**Run 1: met2 routing**

Cells faint in the background.
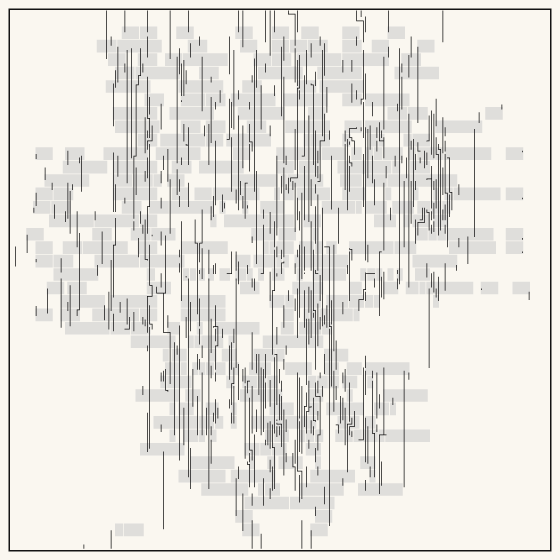
**Run 1: port wiring**

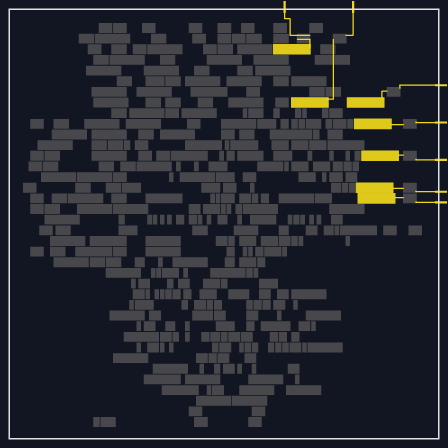
**Run 1: signal wires on met3**

Bar = 20 um.
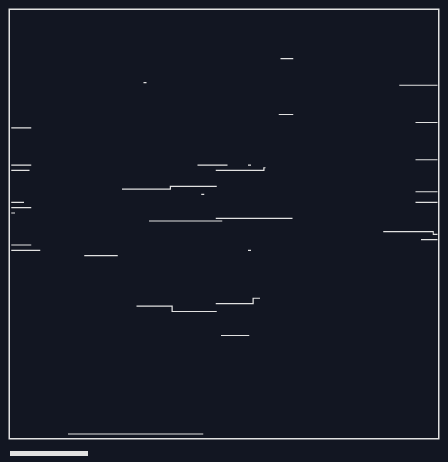
### src/rtl/seg_scan_ctrl_pkg.sv
// Shared state encoding and segment constants for the multiplexed
// seven-segment scanner.
package seg_pkg;

   typedef enum logic [1:0] {
      ST_OFF = 2'd0,
      ST_ON  = 2'd1,
      ST_GAP = 2'd2
   } scan_state_t;

   localparam logic [6:0] SEG_BLANK = 7'h7F;

   // Active-high patterns, bit 6 = segment a ... bit 0 = segment g.
   localparam logic [6:0] PAT_0 = 7'h7E;
   localparam logic [6:0] PAT_1 = 7'h30;
   localparam logic [6:0] PAT_2 = 7'h6D;
   localparam logic [6:0] PAT_3 = 7'h79;
   localparam logic [6:0] PAT_4 = 7'h33;
   localparam logic [6:0] PAT_5 = 7'h5B;
   localparam logic [6:0] PAT_6 = 7'h5F;
   localparam logic [6:0] PAT_7 = 7'h70;
   localparam logic [6:0] PAT_8 = 7'h7F;
   localparam logic [6:0] PAT_9 = 7'h7B;
   localparam logic [6:0] PAT_A = 7'h77;
   localparam logic [6:0] PAT_B = 7'h1F;
   localparam logic [6:0] PAT_C = 7'h4E;
   localparam logic [6:0] PAT_D = 7'h3D;
   localparam logic [6:0] PAT_E = 7'h4F;
   localparam logic [6:0] PAT_F = 7'h47;

endpackage

### src/rtl/seg_scan_ctrl_if.sv
// Frame-write handshake between a producer and the segment scanner.
interface seg_scan_ctrl_if #(
   parameter int NDIG = 4
);

   logic                wr_valid;
   logic                wr_ready;
   logic [4*NDIG-1:0]   wr_data;
   logic [NDIG-1:0]     wr_blank;

   modport master (
      output wr_valid,
      output wr_data,
      output wr_blank,
      input  wr_ready
   );

   modport slave (
      input  wr_valid,
      input  wr_data,
      input  wr_blank,
      output wr_ready
   );

endinterface

### src/rtl/seg_scan_ctrl_hex_seg_dec.sv
// Combinational hex nibble to active-high seven-segment pattern decoder.
module hex_seg_dec
   import seg_pkg::*;
(
   input  logic [3:0] i_nib,
   output logic [6:0] o_pat
);

   // Nibble lookup; covers all sixteen codes.
   always_comb begin
      o_pat = 7'h00;
      case (i_nib)
         4'h0:    o_pat = PAT_0;
         4'h1:    o_pat = PAT_1;
         4'h2:    o_pat = PAT_2;
         4'h3:    o_pat = PAT_3;
         4'h4:    o_pat = PAT_4;
         4'h5:    o_pat = PAT_5;
         4'h6:    o_pat = PAT_6;
         4'h7:    o_pat = PAT_7;
         4'h8:    o_pat = PAT_8;
         4'h9:    o_pat = PAT_9;
         4'hA:    o_pat = PAT_A;
         4'hB:    o_pat = PAT_B;
         4'hC:    o_pat = PAT_C;
         4'hD:    o_pat = PAT_D;
         4'hE:    o_pat = PAT_E;
         4'hF:    o_pat = PAT_F;
         default: o_pat = 7'h00;
      endcase
   end

endmodule

### src/rtl/seg_scan_ctrl.sv
// Multiplexed seven-segment scanner with double-buffered frame data:
// new frames land in a pending buffer and swap in only at frame boundaries.
module seg_scan_ctrl
   import seg_pkg::*;
#(
   parameter int NDIG     = 4,
   parameter int PRESCALE = 50000,
   parameter int GAP      = 4
) (
   input  logic             clk,
   input  logic             rst,
   input  logic             en,
   seg_scan_ctrl_if.slave   wr,
   output logic [6:0]       seg,
   output logic [NDIG-1:0]  an,
   output logic             frame_done
);

   localparam int CW = $clog2((PRESCALE > GAP) ? PRESCALE : GAP);
   localparam int IW = (NDIG > 1) ? $clog2(NDIG) : 1;
   localparam logic [CW-1:0] ON_LAST  = CW'(PRESCALE - 1);
   localparam logic [CW-1:0] GAP_LAST = CW'(GAP - 1);
   localparam logic [IW-1:0] IDX_LAST = IW'(NDIG - 1);

   scan_state_t        r_state;
   scan_state_t        w_state_nxt;
   logic [IW-1:0]      r_idx;
   logic [IW-1:0]      w_idx_nxt;
   logic [CW-1:0]      r_cnt;
   logic [CW-1:0]      w_cnt_nxt;

   logic [4*NDIG-1:0]  r_act_data;
   logic [NDIG-1:0]    r_act_blank;
   logic [4*NDIG-1:0]  r_pend_data;
   logic [NDIG-1:0]    r_pend_blank;
   logic               r_pend_full;
   logic               r_wr_ready;

   logic [6:0]         r_seg;
   logic [NDIG-1:0]    r_an;
   logic               r_frame_done;

   logic               w_frame_end;
   logic               w_commit;
   logic               w_xfer;
   logic               w_pend_full_nxt;
   logic [4*NDIG-1:0]  w_act_data_nxt;
   logic [NDIG-1:0]    w_act_blank_nxt;
   logic [3:0]         w_nib;
   logic [6:0]         w_pat;
   logic [6:0]         w_seg_nxt;
   logic [NDIG-1:0]    w_an_nxt;
   logic               w_frame_done_nxt;

   // Swap only on the last gap cycle of the last digit, or freely while dark.
   assign w_frame_end     = (r_state == ST_GAP) && (r_idx == IDX_LAST) && (r_cnt == GAP_LAST);
   assign w_commit        = r_pend_full && (w_frame_end || (r_state == ST_OFF));
   assign w_xfer          = wr.wr_valid && r_wr_ready;
   assign w_pend_full_nxt = w_xfer | (r_pend_full & ~w_commit);
   assign w_act_data_nxt  = w_commit ? r_pend_data  : r_act_data;
   assign w_act_blank_nxt = w_commit ? r_pend_blank : r_act_blank;

   // Scan sequencing: OFF -> ON(PRESCALE) -> GAP(GAP) -> next digit.
   always_comb begin
      w_state_nxt = r_state;
      w_idx_nxt   = r_idx;
      w_cnt_nxt   = r_cnt;
      case (r_state)
         ST_OFF: begin
            w_idx_nxt = '0;
            w_cnt_nxt = '0;
            if (en) begin
               w_state_nxt = ST_ON;
            end else begin
               w_state_nxt = ST_OFF;
            end
         end
         ST_ON: begin
            if (!en) begin
               w_state_nxt = ST_OFF;
               w_idx_nxt   = '0;
               w_cnt_nxt   = '0;
            end else if (r_cnt == ON_LAST) begin
               w_state_nxt = ST_GAP;
               w_cnt_nxt   = '0;
            end else begin
               w_cnt_nxt   = r_cnt + CW'(1);
            end
         end
         ST_GAP: begin
            if (!en) begin
               w_state_nxt = ST_OFF;
               w_idx_nxt   = '0;
               w_cnt_nxt   = '0;
            end else if (r_cnt == GAP_LAST) begin
               w_state_nxt = ST_ON;
               w_cnt_nxt   = '0;
               if (r_idx == IDX_LAST) begin
                  w_idx_nxt = '0;
               end else begin
                  w_idx_nxt = r_idx + IW'(1);
               end
            end else begin
               w_cnt_nxt   = r_cnt + CW'(1);
            end
         end
         default: begin
            w_state_nxt = ST_OFF;
            w_idx_nxt   = '0;
            w_cnt_nxt   = '0;
         end
      endcase
   end

   assign w_nib = w_act_data_nxt[{w_idx_nxt, 2'b00} +: 4];

   hex_seg_dec u_dec (
      .i_nib (w_nib),
      .o_pat (w_pat)
   );

   // Output values for the upcoming cycle, so registered outputs track the state.
   always_comb begin
      w_seg_nxt = SEG_BLANK;
      for (int i = 0; i < NDIG; i++) begin
         w_an_nxt[i] = !((w_state_nxt == ST_ON) && (w_idx_nxt == IW'(i)));
      end
      if ((w_state_nxt == ST_ON) && !w_act_blank_nxt[w_idx_nxt]) begin
         w_seg_nxt = ~w_pat;
      end else begin
         w_seg_nxt = SEG_BLANK;
      end
      w_frame_done_nxt = (w_state_nxt == ST_GAP) && (w_idx_nxt == IDX_LAST) &&
                         (w_cnt_nxt == GAP_LAST);
   end

   // Scan state, digit index and slot counter.
   always_ff @(posedge clk or negedge rst) begin
      if (!rst) begin
         r_state <= ST_OFF;
         r_idx   <= '0;
         r_cnt   <= '0;
      end else begin
         r_state <= w_state_nxt;
         r_idx   <= w_idx_nxt;
         r_cnt   <= w_cnt_nxt;
      end
   end

   // Pending/active frame buffers and write handshake.
   always_ff @(posedge clk or negedge rst) begin
      if (!rst) begin
         r_act_data   <= '0;
         r_act_blank  <= '1;
         r_pend_data  <= '0;
         r_pend_blank <= '0;
         r_pend_full  <= 1'b0;
         r_wr_ready   <= 1'b1;
      end else begin
         r_act_data  <= w_act_data_nxt;
         r_act_blank <= w_act_blank_nxt;
         if (w_xfer) begin
            r_pend_data  <= wr.wr_data;
            r_pend_blank <= wr.wr_blank;
         end
         r_pend_full <= w_pend_full_nxt;
         r_wr_ready  <= ~w_pend_full_nxt;
      end
   end

   // Registered display drive.
   always_ff @(posedge clk or negedge rst) begin
      if (!rst) begin
         r_seg        <= SEG_BLANK;
         r_an         <= '1;
         r_frame_done <= 1'b0;
      end else begin
         r_seg        <= w_seg_nxt;
         r_an         <= w_an_nxt;
         r_frame_done <= w_frame_done_nxt;
      end
   end

   assign seg         = r_seg;
   assign an          = r_an;
   assign frame_done  = r_frame_done;
   assign wr.wr_ready = r_wr_ready;

endmodule

### src/flat_wrapper.sv
// flat-port wrapper written by rule: the top's interface ports become plain ports
module seg_scan_ctrl_flat import seg_pkg::*;
#(
   parameter int NDIG     = 4,
   parameter int PRESCALE = 50000,
   parameter int GAP      = 4
)
  (clk, rst, en, seg, an, frame_done, wr_wr_valid, wr_wr_data, wr_wr_blank, wr_wr_ready);
  seg_scan_ctrl_if #(.NDIG(NDIG)) wr_i ();
  input  logic clk;
  input  logic rst;
  input  logic en;
  output logic [6:0] seg;
  output logic [NDIG-1:0] an;
  output logic frame_done;
  input wire logic [$bits(wr_i.wr_valid)-1:0] wr_wr_valid;
  input wire logic [$bits(wr_i.wr_data)-1:0] wr_wr_data;
  input wire logic [$bits(wr_i.wr_blank)-1:0] wr_wr_blank;
  output wire logic [$bits(wr_i.wr_ready)-1:0] wr_wr_ready;
  assign wr_i.wr_valid = wr_wr_valid;
  assign wr_i.wr_data = wr_wr_data;
  assign wr_i.wr_blank = wr_wr_blank;
  assign wr_wr_ready = wr_i.wr_ready;
  seg_scan_ctrl #(.NDIG(NDIG), .PRESCALE(PRESCALE), .GAP(GAP)) u_core (.clk(clk), .rst(rst), .en(en), .wr(wr_i), .seg(seg), .an(an), .frame_done(frame_done));
endmodule
### config.mk
export PLATFORM = sky130hd
export DESIGN_NAME = seg_scan_ctrl_flat
export DESIGN_NICKNAME = d
export VERILOG_FILES = /design/src/rtl/seg_scan_ctrl_pkg.sv /design/src/rtl/seg_scan_ctrl_if.sv /design/src/rtl/seg_scan_ctrl_hex_seg_dec.sv /design/src/rtl/seg_scan_ctrl.sv /design/src/flat_wrapper.sv
export SDC_FILE = /design/constraint.sdc
export NUM_CORES = 1
export LEC_CHECK = 0
export ABC_CLOCK_PERIOD_IN_PS = 6500
export CAP_MARGIN = 20
export CORE_MARGIN = 2
export CORE_UTILIZATION = 34
export CTS_CLUSTER_DIAMETER = 30
export CTS_CLUSTER_SIZE = 14
export DETAILED_ROUTE_END_ITERATION = 6
export GPL_TIMING_DRIVEN = 1
export PLACE_DENSITY = 0.6
export REMOVE_ABC_BUFFERS = 1
export SLEW_MARGIN = 30
export SYNTH_ARGS = -nofsm -noshare
export SYNTH_HDL_FRONTEND = slang
export SYNTH_HIERARCHICAL = 1
export SYNTH_SLANG_ARGS = --single-unit
### constraint.sdc
create_clock -name clk -period 6.5 [get_ports clk]
set_clock_uncertainty 0.15 [all_clocks]
set_input_delay 0.975 -clock clk [delete_from_list [all_inputs] [get_ports clk]]
set_output_delay 0.975 -clock clk [all_outputs]
set_load 0.02 [all_outputs]
==> reports/highlights.md, run 1 <==
- 10 — CP Depth
- 1,049 — fillcell total
- finished, final reports clean — outcome
- clkdlybuf4s50_1 -> and2_1 -> nand2_1 -> o21ai_2 -> clkinv_1 -> mux2i_1 -> inv_1 -> ha_1 -> mux4_1 -> o21ai_1 — chain of cells forming the critical path
- 484 — instance count after placement with tap cells included
- 6 — DR pass1 iterations
- 49.64% — share of synthesized area occupied by flip-flops and latches
- 128 — DRT iter0 DRCs
- 2 — clock buffer depth
- 15.49% — post-synthesis simple-gate area fraction
- sky130_fd_sc_hd__dfrtp_1 — most frequent standard cell in the layout excluding fill and tap cells
- 41.07% — utilization after layout
- 2,437 — number of global-route vias before repair
- 38.49% — portion of synthesized cell area occupied by the leading cell type
- 0.8641 ns — transition at the pin with the smallest max-transition slack
- 1.128 mW — Internal Pwr Total
- 21.0% — Clk network pwr share
- 38 — number of placement rows
- 0.001789 mm^2 — combinational gate area
- 40.1% — sequential share of power
- 0.003771 mm^2 — Mapped Area
- met2 — busiest layer in global routing
- 37 — Boundary Pins
- 11.90 um^2 — average instance area after synthesis
- flip-flop — sort of element at the end of the critical path
- sky130_fd_sc_hd__dfrtp_1 — Commonest flop
- 13.31% — total global-route track usage
- 675 uW — power consumed by sequential cells
- u_core/r_act_data: 16 flops, u_core/r_cnt: 16 flops, u_core/r_pend_data: 16 flops — largest registers
- false — RSZ-0062 raised after global routing
- met4 — uppermost layer routed
- sky130_fd_sc_hd__dfrtp_1 — cell taking the most area after synthesis
- 556.7 uW — switching component of the power
- 6 — biggest fanout along the worst timing path
- 12 — worst-case reg-to-reg path depth
- 0.1452 mV — Max rail drop VDD
- 53 — Cell Type Count
- 74 — number of clock sinks
- en — origin of the worst setup path
- 500 — filler-free cell count of the finished design
- 6.64 ns — worst path required time
- 4.313% — fa+ha+maj area frac
- 19.61% — met2 Use GR
- 0.003771 mm^2 — total cell area reported by yosys after synthesis
- 4975 um — DP Wirelength
- 3.948% — parity-gate share of the synthesized area counting xor and xnor cells
- 58.53% — final critical-path share of the clock period
- 11 — number of inverters outside the clock class in the layout
- u_core/seg[3]$_DFF_PN1_ — Setup crit end
- 4.838 — via/cell ratio
- sky130_fd_sc_hd__clkdlybuf4s50_1 — Critical-path top delay cell
- 9 — number of clock buffers inserted by TritonCTS
- 18.69% — met1 usage in global routing
- 109.3 um — horizontal die dimension
- 2.695 ns — crit path setup slack, layout
- 0 — number of endpoints failing setup at the final stage
- 34.79% — fraction of the core area occupied by cells at floorplan
- multiplexers — largest family of logic cells by area
- 0 — Setup Fix Bufs, Post-CTS
- 1.684 mW — Total Power
- 8.572% — non-clock buffering overhead in the final layout
- 18.05% — area added between synthesis and finish
- 1 — Hold Crit Depth
- flip-flop to flip-flop — path class of the lowest-slack min-delay path
- 256 um — detailed route wirelength on metal3
- u_core/r_cnt[0]$_DFF_PN0_ — Endpoint, Worst Hold
- 0.09 ns — clock slew seen by the registers of the worst setup and hold paths
- 17.49% — fraction of synthesized area in multiplexers
- 6 — Yosys Warn Count
- u_core/seg[3]$_DFF_PN1_ — Worst R2R End
- 40.19% — logic gate fraction of the total cell area
- 0.35 ns — insertion delay at the late pin of the worst-skew pair
- 3 — Bufs and invs on worst path
- u_core/r_cnt[0]$_DFF_PN0_ — start of the worst register-to-register path
## Picture notes: 'met2 routing'
share of all routed wire = 46%
nets with wire on the layer = 329
longest straight run = 47.6 um
wire length on this layer = 3,310 um

## Picture notes: 'port wiring'
yellow -> `seg`  # bits 7, direction output, edge 5 right, 2 top, end cells 7, buffers 7, wire 88.5 um

## Picture notes: 'signal wires on met3'
wire length on this layer = 257 um
main direction = horizontal
share of all routed wire = 3.6%
Routed Wire Length: 7122 um
met3 demand-to-capacity share in global routing: 2.845%
via count of the routed design: 2,419

**Run 1: cell outlines without signal wires**

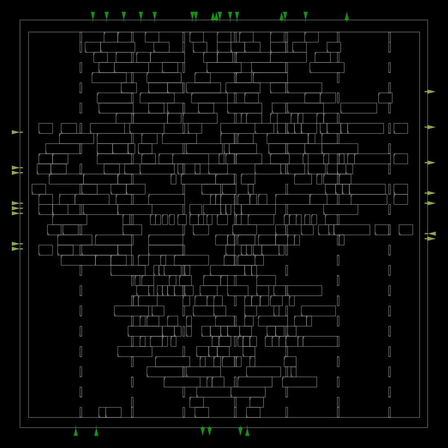

--- run 2 (diff from run 1) ---
Settings changed: ABC_CLOCK_PERIOD_IN_PS 6500 to 3500, PLACE_DENSITY 0.6 to 0.62.
Clock period 6.5 ns to 3.5 ns, I/O delays scaled along.
**Run 2: cell outlines without signal wires**

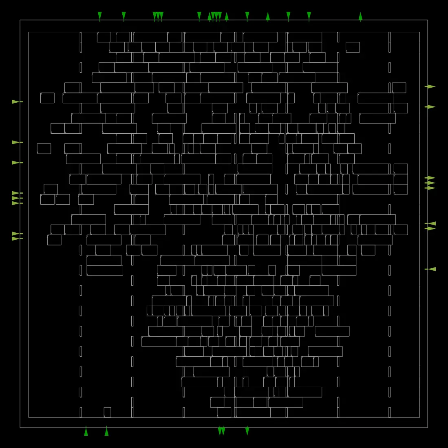
area inside the core boundary: 0.01084 mm^2
fillcell total: 1,073
utilization after layout: 42.09%

==> reports/highlights.md, run 2 <==
- 40.6% — sequential share of power, +0.5 points
- 0.9017 ns — transition at the pin with the smallest max-transition slack, +0.03760 ns
- 11.19% — non-clock buffering overhead in the final layout, +2.6 points
- 0 — Setup Fix Bufs, Post-CTS, unchanged
- 111 — DRT iter0 DRCs, -13%
- 498 — instance count after placement with tap cells included, +2.9%
- 1.028 mW — switching component of the power, +85%
- 0.36 ns — insertion delay at the late pin of the worst-skew pair, about the same
- flip-flop — sort of element at the end of the critical path
- 4.313% — fa+ha+maj area frac, unchanged
- 516 — filler-free cell count of the finished design, +3.2%
- 3630 um — detailed-route wire length on metal 1
- 11 — number of inverters outside the clock class in the layout, unchanged
- primary input to asynchronous set/reset pin — path class of the lowest-slack min-delay path
- ha_2 -> nor4b_2 -> nand4_2 -> o21ai_2 -> buf_12 -> mux2_2 -> mux2i_1 -> mux2i_1 -> inv_1 -> ha_1 -> mux4_1 -> o21ai_1 — chain of cells forming the critical path
- sky130_fd_sc_hd__dfrtp_1 — most instantiated library cell after synthesis
- 31 — pin count of the biggest net entering global routing
- 0.48 ns — crit-path max cell delay
- multiplexers — largest family of logic cells by area
- u_core/seg[3]$_DFF_PN1_ — Worst R2R End
- sky130_fd_sc_hd__mux2i_1 — most used cell along the critical path
- 19.12% — met2 Use GR, -0.49 points
- 2 — clock buffer depth, unchanged
- 49.64% — share of synthesized area occupied by flip-flops and latches, unchanged
- 4.731 — via/cell ratio, -2.2%
- 92.38% — final critical-path share of the clock period
- 109.3 um — Die H
- 12 — CP Depth, +2
- 3.233 ns — post-layout min period
- 39.16% — logic gate fraction of the total cell area, -1.0 points
- 74 — number of clock sinks, unchanged
- 0.08 ns — clock slew seen by the registers of the worst setup and hold paths, about the same
- 11.90 um^2 — average instance area after synthesis, unchanged
- 0.003771 mm^2 — total cell area reported by yosys after synthesis, unchanged
- sky130_fd_sc_hd__dfrtp_1 — Commonest flop
- 2.072 mW — Internal Pwr Total, +84%
- 5387 um — DP Wirelength, +8.3%
- 2,407 — number of global-route vias before repair, -1.2%
- 2,441 — via count of the routed design, +0.91%
- finished, final reports clean — outcome
- 3.65 ns — worst path required time, -2.99 ns
- 1.26 mW — power consumed by sequential cells, +87%
- 0.2666 ns — crit path setup slack, layout, -2.429 ns
- sky130_fd_sc_hd__dfrtp_1 — most frequent standard cell in the layout excluding fill and tap cells
- sky130_fd_sc_hd__mux4_1 — Critical-path top delay cell
- met1 — busiest layer in global routing
- 34 — tool warnings
- u_core/r_act_data: 16 flops, u_core/r_cnt: 16 flops, u_core/r_pend_data: 16 flops — largest registers
- 12 — worst-case reg-to-reg path depth, unchanged
- 9 — number of clock buffers inserted by TritonCTS, unchanged
- 3.142% — met3 demand-to-capacity share in global routing, +0.30 points
- 37 — Boundary Pins, unchanged
- u_core/r_cnt[0]$_DFF_PN0_ — origin of the worst setup path
- 6 — Yosys Warn Count, unchanged
- 15.49% — post-synthesis simple-gate area fraction, unchanged
- 19.45% — met1 usage in global routing, +0.76 points
- 0.001787 mm^2 — combinational gate area, -0.14%
- 0.3076 mV — Max rail drop VDD, +110%
- u_core/seg[3]$_DFF_PN1_ — Setup crit end
- false — RSZ-0062 raised after global routing
- 109.3 um — horizontal die dimension, unchanged
- 140 — Tap Cells
- 3 — # H-tree levels
- 34.79% — fraction of the core area occupied by cells at floorplan, unchanged
- met4 — uppermost layer routed
- 53 — Cell Type Count, unchanged
- 3.948% — parity-gate share of the synthesized area counting xor and xnor cells, unchanged
- 7306 um — Routed Wire Length, +2.6%
- 3.100 mW — Total Power, +84%
- 0 — cts repair resizes
- 4 — DR pass1 iterations, -2
- 0 — number of endpoints failing setup at the final stage, unchanged
- u_core/r_cnt[0]$_DFF_PN0_ — start of the worst register-to-register path
- 17.49% — fraction of synthesized area in multiplexers, unchanged
- 0.003771 mm^2 — Mapped Area, unchanged
- 21.00% — area added between synthesis and finish
- 0.7902 — Routability Congestion
- 2 — Bufs and invs on worst path, -1
- 22 — biggest fanout along the worst timing path, +16
- sky130_fd_sc_hd__dfrtp_1 — cell taking the most area after synthesis
- 19.4% — Clk network pwr share, -1.6 points
- 38.49% — portion of synthesized cell area occupied by the leading cell type, unchanged
- 221 um — detailed route wirelength on metal3, -14%
- 13.56% — total global-route track usage, +0.25 points
**Run 2: cell classes on the final placement**

Fill, decap, tap and diode cells in gray.
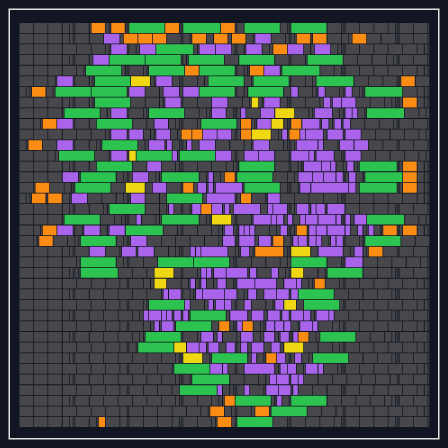
yellow -> clock drivers and dummy loads  # cells 16
orange -> other buffers and delay cells  # cells 55
purple -> all other logic  # cells 231
green -> flip-flops  # cells 74
number of placement rows: 38
final instance area: 0.004563 mm^2
sequential share of cell area: 41.02%

No activity file was given, so power comes from the tool's default toggle rates.
